Fig. 1: run 1, wiring by layer
Scale: 4 px per micron. Only two layers are drawn.
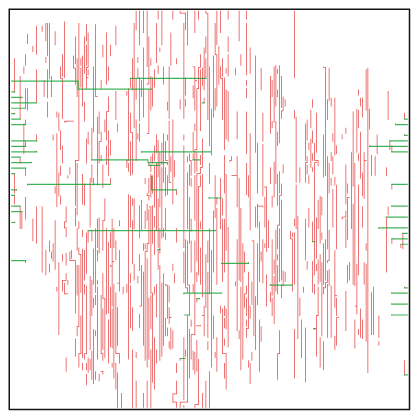
Fig. 2: run 1, cell placement
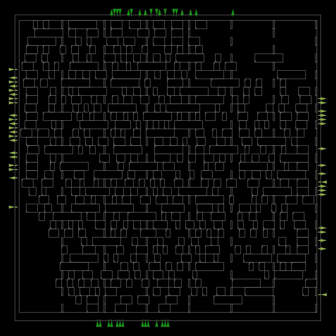
Fig. 3: run 1, cells by drive strength
Scale: 4 px per micron.
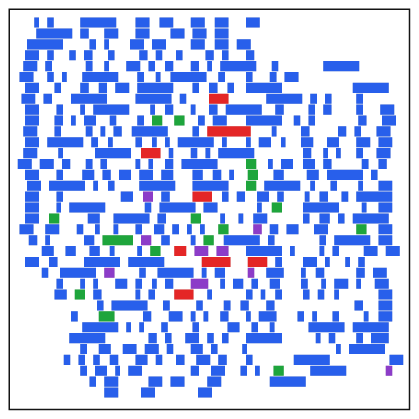
Fig. 4: run 1, pin placement
Scale: 4 px per micron. Pins as bars across the die edge, other pins in gray.
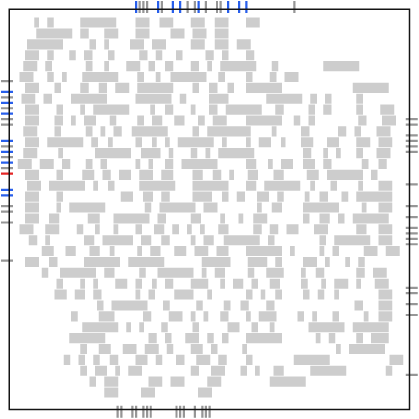
## config.mk

```make
export PLATFORM = sky130hd
export DESIGN_NAME = nv_blkbox_src_lfsr_flat
export DESIGN_NICKNAME = d
export VERILOG_FILES = /design/src/rtl/nv_blkbox_src_lfsr_if.sv /design/src/rtl/nv_blkbox_src_lfsr.sv /design/src/flat_wrapper.sv
export SDC_FILE = /design/constraint.sdc
export NUM_CORES = 1
export LEC_CHECK = 0
export CAP_MARGIN = 20
export CELL_PAD_IN_SITES_DETAIL_PLACEMENT = 2
export CELL_PAD_IN_SITES_GLOBAL_PLACEMENT = 2
export CORE_UTILIZATION = 30
export CTS_BUF_LIST = sky130_fd_sc_hd__clkbuf_8
export DETAILED_ROUTE_END_ITERATION = 6
export MAX_ROUTING_LAYER = met4
export PLACE_DENSITY = 0.82
export SYNTH_ARGS = -nofsm -noshare
export SYNTH_HDL_FRONTEND = slang
export SYNTH_SLANG_ARGS = --single-unit
```

## constraint.sdc

```tcl
create_clock -name nvdla_core_clk -period 2.8 [get_ports nvdla_core_clk]
set_clock_uncertainty 0.15 [all_clocks]
set_input_delay 0.42 -clock nvdla_core_clk [delete_from_list [all_inputs] [get_ports nvdla_core_clk]]
set_output_delay 0.42 -clock nvdla_core_clk [all_outputs]
set_load 0.005 [all_outputs]
```

## src/rtl/nv_blkbox_src_lfsr_if.sv

```systemverilog
// Valid/ready payload channel between the LFSR source
// and a downstream consumer.
interface nv_blkbox_src_lfsr_if #(
  parameter int WIDTH = 16
);
  logic             src_pvld;
  logic             src_prdy;
  logic [WIDTH-1:0] src_pd;

  modport master (
    output src_pvld,
    output src_pd,
    input  src_prdy
  );

  modport slave (
    input  src_pvld,
    input  src_pd,
    output src_prdy
  );
endinterface

```

## src/rtl/nv_blkbox_src_lfsr.sv

```systemverilog
// Reproducible Galois-LFSR payload source that emits a
// configured number of beats on a valid/ready channel.
module nv_blkbox_src_lfsr #(
  parameter int             WIDTH = 16,
  parameter logic [WIDTH-1:0] POLY = WIDTH'(16'h6801)
) (
  input  logic                 nvdla_core_clk,
  input  logic                 nvdla_core_rstn,
  input  logic                 cfg_en,
  input  logic [WIDTH-1:0]     cfg_seed,
  input  logic [15:0]          cfg_len,
  nv_blkbox_src_lfsr_if.master src,
  output logic                 busy,
  output logic                 done,
  output logic [15:0]          beat_cnt
);

  typedef enum logic [1:0] {
    IDLE = 2'd0,
    RUN  = 2'd1,
    DONE = 2'd2
  } state_t;

  state_t           state_q, state_d;
  logic [WIDTH-1:0] lfsr_q, lfsr_d;
  logic [15:0]      rem_q, rem_d;
  logic [15:0]      cnt_q, cnt_d;
  logic [WIDTH-1:0] lfsr_step;
  logic             accept;

  assign accept = (state_q == RUN) && src.src_prdy;
  assign lfsr_step = {lfsr_q[WIDTH-2:0], 1'b0}
                   ^ (lfsr_q[WIDTH-1] ? POLY : '0);

  always_comb begin
    state_d = state_q;
    lfsr_d  = lfsr_q;
    rem_d   = rem_q;
    cnt_d   = cnt_q;
    unique case (state_q)
      IDLE: begin
        if (cfg_en) begin
          cnt_d = '0;
          if (cfg_len != 16'd0) begin
            state_d = RUN;
            rem_d   = cfg_len;
            // an all-zero seed would lock the LFSR
            lfsr_d  = (cfg_seed == '0) ? WIDTH'(1)
                                       : cfg_seed;
          end else begin
            state_d = DONE;
          end
        end
      end
      RUN: begin
        if (accept) begin
          lfsr_d = lfsr_step;
          rem_d  = rem_q - 16'd1;
          if (cnt_q != 16'hFFFF)
            cnt_d = cnt_q + 16'd1;
          if (!cfg_en)
            state_d = IDLE;
          else if (rem_q == 16'd1)
            state_d = DONE;
        end
      end
      DONE: begin
        if (!cfg_en)
          state_d = IDLE;
      end
      default: state_d = IDLE;
    endcase
  end

  always_ff @(posedge nvdla_core_clk or negedge nvdla_core_rstn) begin
    if (!nvdla_core_rstn) begin
      state_q <= IDLE;
      lfsr_q  <= '0;
      rem_q   <= '0;
      cnt_q   <= '0;
    end else begin
      state_q <= state_d;
      lfsr_q  <= lfsr_d;
      rem_q   <= rem_d;
      cnt_q   <= cnt_d;
    end
  end

  assign src.src_pvld = (state_q == RUN);
  assign src.src_pd   = (state_q == RUN) ? lfsr_q : '0;
  assign busy         = (state_q == RUN);
  assign done         = (state_q == DONE);
  assign beat_cnt     = cnt_q;

endmodule
```

## src/flat_wrapper.sv

```systemverilog
// flat-port wrapper written by rule: the top's interface ports become plain ports
module nv_blkbox_src_lfsr_flat 
#(
  parameter int             WIDTH = 16,
  parameter logic [WIDTH-1:0] POLY = WIDTH'(16'h6801)
)
  (nvdla_core_clk, nvdla_core_rstn, cfg_en, cfg_seed, cfg_len, busy, done, beat_cnt, src_src_pvld, src_src_pd, src_src_prdy);
  nv_blkbox_src_lfsr_if #(.WIDTH(WIDTH)) src_i ();
  input  logic nvdla_core_clk;
  input  logic nvdla_core_rstn;
  input  logic cfg_en;
  input  logic [WIDTH-1:0] cfg_seed;
  input  logic [15:0] cfg_len;
  output logic busy;
  output logic done;
  output logic [15:0] beat_cnt;
  output wire logic [$bits(src_i.src_pvld)-1:0] src_src_pvld;
  output wire logic [$bits(src_i.src_pd)-1:0] src_src_pd;
  input wire logic [$bits(src_i.src_prdy)-1:0] src_src_prdy;
  assign src_src_pvld = src_i.src_pvld;
  assign src_src_pd = src_i.src_pd;
  assign src_i.src_prdy = src_src_prdy;
  nv_blkbox_src_lfsr #(.WIDTH(WIDTH), .POLY(POLY)) u_core (.nvdla_core_clk(nvdla_core_clk), .nvdla_core_rstn(nvdla_core_rstn), .cfg_en(cfg_en), .cfg_seed(cfg_seed), .cfg_len(cfg_len), .src(src_i), .busy(busy), .done(done), .beat_cnt(beat_cnt));
endmodule
```

==> Slide: Implementation Results, run 1 <==
Run Summary

Worst setup path
  • WP data arrival: 2.07 ns
  • Crit path capture: src_src_pd[8]
  • Worst R2R Start: u_core.beat_cnt[1]
  • Critical Path, Cell by Cell: nand2b_1 -> clkinvlp_4 -> buf_4 -> and2_1 -> clkdlybuf4s50_1
  • Crit-path slowest cell: clkdlybuf4s50_1
  • Stages on worst setup path: 5
  • WP buf/inv: 3
  • Crit path DRT: 2.23 ns
  • R2R cell count: 7

Routing
  • Routed WL: 10100 microns
  • TritonRoute pass-1 iters: 4
  • Top Layer Used: met4
  • DRT met1 WL: 4530 microns

Placed design
  • HPWL after DPL: 7630 microns
  • Dpl ws: 0.242 ns
  • Cells after DPL: 536
  • Area after DPL: 3770 sq um

Synth
  • Mean post-synth cell area: 8.42 sq um
  • Seq share, synth: 43.7%
  • Distinct cells, synth: 50
  • Top cells by count: dfrtp_1 (50), o21ai_0 (44), nand2_1 (37)
  • Floorplan Nets: 379
  • Mapped Cells: 340
  • Synth Cell Area: about 2900 sq um

Clock network
  • CTS tree: yes
  • H-tree Lvls: 2
  • Clock Sinks: 50
  • TritonCTS Buffers: 5
  • Clk root buf: clkbuf_8
  • Insertion Delay late pin: 0.31 ns
  • PostCTS Resize Cnt: 0
  • Clk buf depth: 2

Power
  • Power, Total: 0.00379 W
  • Main power group: combinational cells
  • Maximum VDD drop: around 0.39 mV
  • P_comb: roughly 0.0020 W
  • P_int: 0.00214 W

Die
  • Top Ports: 71
  • Fp_density: 31.0%

Timing
  • Slew @ Worst Pin: 0.757 ns
  • Post-layout minimum cycle time: ~2.6 ns

Final layout
  • N_diodes: 0
  • Final-layout fill cell count: 1045
  • Flop area: 1250 sq um
  • Dominant logic cell type in the layout: clkdlybuf4s50_1
  • Largest class: logic gates
  • Inverters excl. clock: 5
  • NumNets Final: ~450
  • Clk tree area frac: 2.89%

Global routing
  • Grt ovf: 0
  • Largest net degree at the start of global routing: roughly 48
  • Top Usage Layer GRT: met2

Status
  • Status: finished clean

Job
  • Max-cap violations: 0

Hold path
  • Hold EP: u_core.lfsr_q[11]
Back to the opening pictures, Fig. 1:
color	layer	wire length
red	met2	5070 microns
green	met3	305 microns
All-Layer GR Usage: 22.0%
DR vias: 2936
DR WL/cell: 18.5 microns

Back to the opening pictures, Fig. 2:
seq_cells: 50
tapcell count: 129
# rows: 35
Final Non-Filler Cells: 545

Back to the opening pictures, Fig. 3:
color	size	cells	share
red	drive 6 and up	8	1.9%
green	drive 3 to 4	16	3.8%
purple	drive 2	9	2.2%
blue	drive 1 or less	383	92%
Worst Setup Slack, final: 0.162 ns
Non-clock buffers: 85
Post-Layout Inst Area: 3900 sq um

Back to the opening pictures, Fig. 4:
color	port	pins	direction	edge
red	`busy`	1	output	west
blue	`src_src_pd`	16	output	8 north, 8 west
Die Span X: 99.7 microns
Die Ht: 99.7 microns
buffers added on ports: 70

## Run 2: what changed since run 1
--- a/config.mk
+++ b/config.mk
@@ -13,6 +13,7 @@
 export DETAILED_ROUTE_END_ITERATION = 6
 export MAX_ROUTING_LAYER = met4
 export PLACE_DENSITY = 0.82
+export SETUP_SLACK_MARGIN = 0.15
 export SYNTH_ARGS = -nofsm -noshare
 export SYNTH_HDL_FRONTEND = slang
 export SYNTH_SLANG_ARGS = --single-unit
==> run 2 against run 1 <==
  * Routed wire length grew 0.38%
  * First-iteration DRC count grew 2.2%
  * Critical endpoint unchanged
  * Worst hold slack is essentially flat
  * Non-clock buffer count is the same
  * Critical path type unchanged
  * Sequential share of layout area is essentially flat
  * Count of clock-buffer cells in the layout is the same
  * Synthesized cell count is the same
==> Slide: Implementation Results, run 2 <==
Run Summary

Status
  • Status: finished clean

Worst setup path
  • Crit path DRT: 2.23 ns
  • Crit path capture: src_src_pd[8]
  • WP buf/inv: 3
  • Worst R2R Start: u_core.beat_cnt[1]
  • Crit-path slowest cell: clkdlybuf4s50_1
  • R2R cell count: 7
  • Critical Path, Cell by Cell: nand2b_1 -> inv_4 -> buf_4 -> and2_1 -> clkdlybuf4s50_1
  • CP top delay family: buffers and inverters
  • WP data arrival: 1.98 ns
  • Stages on worst setup path: 5

Clock network
  • Clock Sinks: 50
  • H-tree Lvls: 2
  • PostCTS Resize Cnt: 1
  • TritonCTS Buffers: 5
  • Clk buf depth: 2
  • CTS tree: yes
  • Insertion Delay late pin: a little over 0.3 ns

Placed design
  • Area after DPL: 3770 sq um
  • Dpl ws: about 0.24 ns
  • HPWL after DPL: 7630 microns
  • Buffers added on ports: 70
  • Cells after DPL: 536

Power
  • P_comb: 0.00196 W
  • P_int: 0.00214 W
  • Main power group: combinational cells
  • Maximum VDD drop: 0.395 mV
  • Power, Total: about 0.0038 W

Routing
  • TritonRoute pass-1 iters: 4
  • DRT met1 WL: 4510 microns
  • Top Layer Used: met4

Die
  • # rows: 35
  • Die Span X: about 100 microns
  • Die Ht: between 90 and 100 microns
  • Top Ports: 71
  • Core box area: 9240 sq um
  • Tapcell count: 129

Synth
  • Mean post-synth cell area: approximately 8.4 sq um
  • Mapped Cells: about 340
  • Distinct cells, synth: 50
  • Floorplan Nets: 379
  • Count of library flops with an enable pin: 0
  • Synth Cell Area: between 2000 and 3000 sq um
  • Post-synth top flop: dfrtp_1
  • Top cells by count: dfrtp_1 (50), o21ai_0 (44), nand2_1 (37)

Final layout
  • Flop area: 1250 sq um
  • MI comb cells: 268
  • Non-clock buffers: ~85
  • Largest class: logic gates
  • Dominant logic cell type in the layout: clkdlybuf4s50_1
  • NumNets Final: between 400 and 500
  • Seq_cells: 50
  • Inverters excl. clock: 5
  • Clk tree area frac: around 2.9%
  • Final-layout fill cell count: roughly 1000
  • N_diodes: 0
  • Final Non-Filler Cells: 545
  • Post-Layout Inst Area: approximately 3900 sq um

Global routing
  • Top Usage Layer GRT: met2
  • Largest net degree at the start of global routing: 48
  • All-Layer GR Usage: 22.0%
  • Grt ovf: 0

Job
  • Tool warning count: 28
  • Max-cap violations: 0

Timing
  • Worst Setup Slack, final: roughly 0.25 ns
  • Post-layout minimum cycle time: 2.55 ns
  • Max-slew violation count: 0
  • Slew @ Worst Pin: 0.622 ns

Hold path
  • Hold EP: u_core.lfsr_q[11]
Fig. 5: run 2, wiring by layer
Scale: 4 px per micron. Only two layers are drawn.
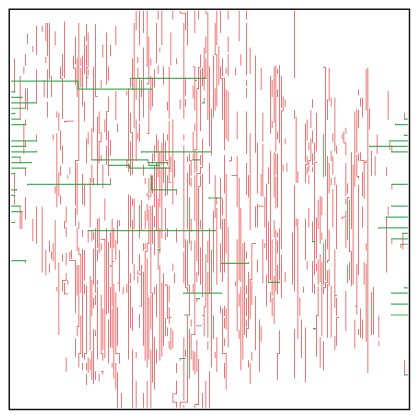
color	layer	wire length
red	met2	5110 microns
green	met3	318 microns
DR vias: 2941
DR WL/cell: 18.5 microns
Routed WL: 10100 microns

Fig. 6: run 2, pin placement
Scale: 4 px per micron. Pins as bars across the die edge, other pins in gray.
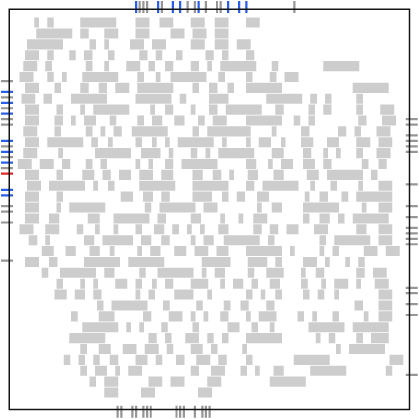
color	port	pins	direction	edge
blue	`src_src_pd`	16	output	8 north, 8 west
red	`busy`	1	output	west
all pins by edge	21 west, 18 east, 18 north, 14 south

## Run 3: what changed since run 2
--- a/config.mk
+++ b/config.mk
@@ -12,7 +12,7 @@
 export CTS_BUF_LIST = sky130_fd_sc_hd__clkbuf_8
 export DETAILED_ROUTE_END_ITERATION = 6
 export MAX_ROUTING_LAYER = met4
-export PLACE_DENSITY = 0.82
+export PLACE_DENSITY = 0.87
 export SETUP_SLACK_MARGIN = 0.15
 export SYNTH_ARGS = -nofsm -noshare
 export SYNTH_HDL_FRONTEND = slang
==> run 3 against run 2 <==
  * Non-clock buffer count decreased by 5
  * Maximum frequency fell by 0.64%
  * Sequential power barely moved
  * First-iteration DRC count up 9.7%
  * Cell area decreased by 0.99%
  * Critical path depth unchanged
  * Core utilization down 0.42 points
  * Critical endpoint is now src_src_pd[11]
  * Largest cell class unchanged
  * Largest power group unchanged
==> Slide: Implementation Results, run 3 <==
Run Summary

Routing
  • DRT iter0 DRCs: approximately 100
  • Top Layer Used: met4
  • Routed WL: 9720 microns
  • DRT met1 WL: 4650 microns
  • DR WL/cell: 18.0 microns
  • DR vias: 2896
  • TritonRoute pass-1 iters: 4

Worst setup path
  • CP Class: flop to output port
  • R2R cell count: 5
  • WP data arrival: 2.00 ns
  • Crit path capture: src_src_pd[11]
  • Critical Path, Cell by Cell: nand2b_1 -> inv_2 -> buf_6 -> and2_1 -> clkdlybuf4s50_1
  • Critical Path End Type: output port
  • Stages on worst setup path: 5
  • Crit-path slowest cell: clkdlybuf4s50_1
  • Crit path DRT: 2.23 ns
  • CP peak stage delay: 0.53 ns
  • CP top delay family: buffers and inverters
  • Worst R2R Start: u_core.rem_q[6]
  • WP buf/inv: 3

Synth
  • Floorplan Nets: 379
  • Seq share, synth: 43.7%
  • Distinct cells, synth: 50
  • Post-synth top flop: dfrtp_1
  • Synth mux share: roughly 1.4%
  • Adder share: 1.31%
  • FFs w/ async S/R, synth: 100%
  • Synth Cell Area: 2860 sq um
  • Top cells by area: dfrtp_1 (44%), o21ai_0 (7.7%), a21oi_1 (5.9%)
  • Mean post-synth cell area: 8.42 sq um
  • Mapped Cells: 340
  • Top cells by count: dfrtp_1 (50), o21ai_0 (44), nand2_1 (37)
  • Count of library flops with an enable pin: 0

Clock network
  • H-tree Lvls: 2
  • Insertion Delay late pin: just over 0.3 ns
  • TritonCTS Buffers: 5
  • Clk root buf: clkbuf_8
  • PostCTS Resize Cnt: 2
  • CTS tree: yes
  • Clock Sinks: 50
  • Clk buf depth: 2

Power
  • P_int: 0.00213 W
  • Power, Total: 0.00377 W
  • Main power group: combinational cells
  • P_comb: 0.00190 W
  • Maximum VDD drop: 0.346 mV

Final layout
  • Inverters excl. clock: 5
  • Layout cells sized above 1: 7.06%
  • Largest class: logic gates
  • Flop area: 1250 sq um
  • Seq_cells: 50
  • Dominant logic cell type in the layout: clkdlybuf4s50_1
  • Post-Layout Inst Area: 3860 sq um
  • N_diodes: 0
  • NumNets Final: 449
  • Clk tree area frac: 3.01%
  • MI comb cells: 268
  • Non-clock buffers: around 80

Timing
  • Post-layout minimum cycle time: between 2 and 3 ns
  • Worst Setup Slack, final: 0.234 ns
  • Max-slew violation count: 0
  • Slew @ Worst Pin: 0.786 ns
  • Final Hold Vio Count: 0

Die
  • # rows: 35
  • Die Ht: ~100 microns
  • Die Span X: 99.7 microns
  • Top Ports: 71
  • Fp_density: between 30% and 40%
  • Tapcell count: 129

Placed design
  • Cells after DPL: 532
  • Buffers added on ports: 70
  • Dpl ws: between 0.2 and 0.3 ns
  • Area after DPL: 3740 sq um
  • HPWL after DPL: 7180 microns

Global routing
  • GR Util met1: between 20% and 30%
  • Initial antenna violation count: 0
  • Grt ovf: 0
  • Top Usage Layer GRT: met2
  • Largest net degree at the start of global routing: 53
  • GRT met2 Usage: 34.7%
  • All-Layer GR Usage: 21.1%

Job
  • Tool warning count: 27
  • Max-cap violations: 0

Status
  • Status: finished clean
Fig. 7: run 3, cell placement
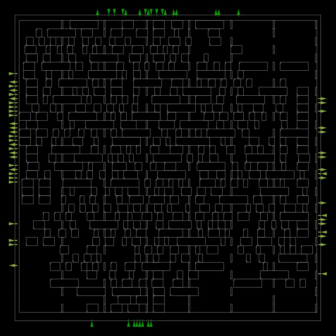
Seq/total area: 32.4%
Final Non-Filler Cells: 540
final-layout fill cell count: 1042
core box area: 9240 sq um

Fig. 8: run 3, wiring by layer
Scale: 4 px per micron. Only two layers are drawn.
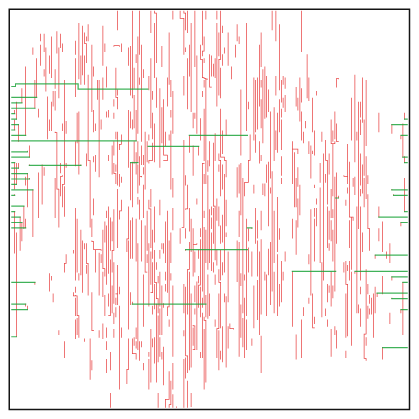
color	layer	wire length
green	met3	299 microns
red	met2	4710 microns

No activity file was given, so power comes from the tool's default toggle rates.
